==> images/gate_families.png <==
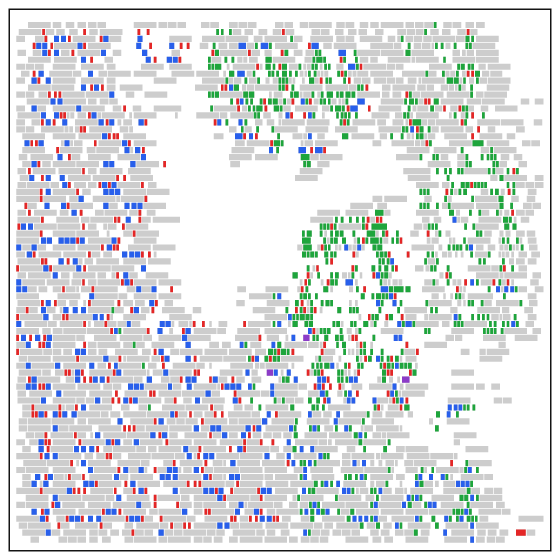
==> images/metal_stack.png <==
Two of the layers only.
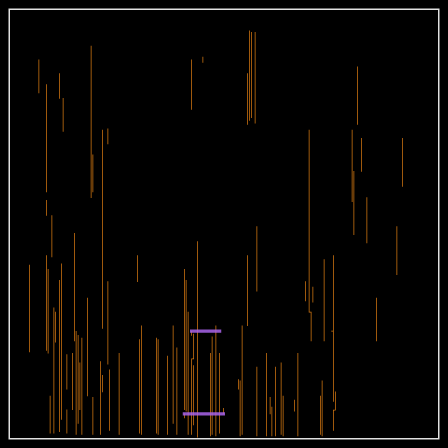
==> images/registers.png <==
Bar = 50 um. Other sequential cells in the stronger gray, the rest of the logic in the fainter gray.
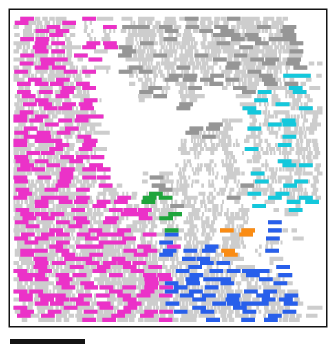
==> images/met4.png <==
Bar = 50 um.
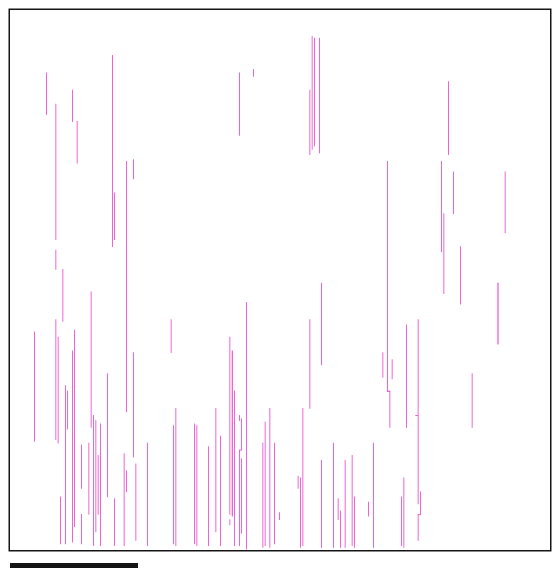
==> images/final_congestion.png <==
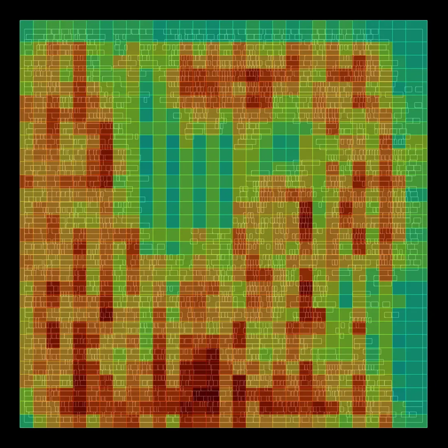
Design axi_script_parser, sky130hd; sources not shown.
==> results_dict.tcl <==
# place-and-route summary
set metrics [dict create \
    muxShareOfSynthArea_pct 0 \
    dpl_cell_area_um2 24900 \
    status "finished, final reports clean" \
    fin_tns_setup_ns 0 \
    cts_root_buf "clkbuf_16" \
    fin_crit_ns 7.10 \
    topCombFamilyByArea "simple AND/OR/NAND/NOR gates" \
    tool_warnings 40 \
    top_layer "met5" \
    num-nonclk-buffers 530 \
    final_hold_viol_count 0 \
    coreArea_um2 42100 \
    slowest_delay_ns 0.68 \
    wl_met3_mm 5.88 \
    fmax_mhz 141 \
    cts_tree "done" \
    async_flop_share_pct 100 \
    ir_drop_mv 0.0765 \
    htree_levels 2 \
    setup_viol 0 \
    pre_cts_slack_ns 9.78 \
    cts_made_buffers 47 \
    largest_area_cell "dfrtp_1" \
    tightest_slew_ns 0.744 \
    path_cells "clkdlybuf4s50_1 -> inv_1 -> ha_1 -> inv_1 -> nor2_1 -> nand2_1 -> nand2_1 -> nor2_2 -> nand2_1 -> nor2_1 -> nand2_2 -> inv_2 -> nor2_4 -> inv_2 -> buf_6 -> buf_6 -> o22ai_1" \
    clock_buffers 65 \
    use_met1_pct 33.9 \
    power_density_nw_per_um2 114 \
    largest_reg_flops 256 \
    synthCells 2191 \
    flop_cell "dfrtp_1" \
    pin_count 438 \
]
Back to the opening pictures, gate_families.png:
| family | color | cells |
|---|---|---|
| inverters | red | 380 |
| inverting AOI/OAI gates | blue | 391 |
| AND-OR and OR-AND gates | purple | 3 |
| NAND gates | green | 600 |
logic share of the area: 25.2%
fin cells: 3254
Commonest Layout Cell: nand2_1

Back to the opening pictures, metal_stack.png:
| layer | color | wire length |
|---|---|---|
| met4 | orange | 3170 um |
| met5 | purple | 33.1 um |
Tot GR Track Use: 28.5%
vias: 17814

Back to the opening pictures, registers.png:
| signal | color | flops |
|---|---|---|
| line_cnt | cyan | 32 |
| u_data_acc.o_count | green | 7 |
| u_data_acc.o_value | magenta | 256 |
| u_addr_acc.o_value | blue | 64 |
| u_addr_acc.o_count | orange | 5 |
fin util: 62.9%
Seq/total area: 41.8%
Sequential Power: 1.14 mW
Storage cell area: 11100 um^2

Back to the opening pictures, met4.png:
main direction: vertical
share of all routed wire: 5.0%
total wire length: 63.7 mm

Back to the opening pictures, final_congestion.png:
Top Usage Layer GRT: met2
M3 GR Usage: 9.14%

[power breakdown]
part | internal, mW | total [mW] | switching (mW)
Sequential | 1.08 | 1.14 | 0.0648
Combinational | 0.273 | 0.843 | 0.570
Clock | 0.604 | 1.03 | 0.430
[synthesized netlist by cell type (2+ instances only)]
cell and instances:
o21ai_0 85, clkbuf_1 42, buf_6 25, inv_2 15
nor4_1 16, o21ai_2 12, nand3b_1 9, nor2_1 109
nand2_1 454, o21ai_1 31, ha_1 15, nor2_2 9
buf_2 23, nor3_1 44, xnor2_1 29, nor2_4 3
inv_1 365, dfrtp_1 443, nand3_1 93, nand4_1 26
a21oi_1 13, o22ai_1 247, xor2_1 49, o21a_1 2
and3_1 4, nand2_2 8, nand3_2 7
Power is estimated from default activity; no workload was simulated.
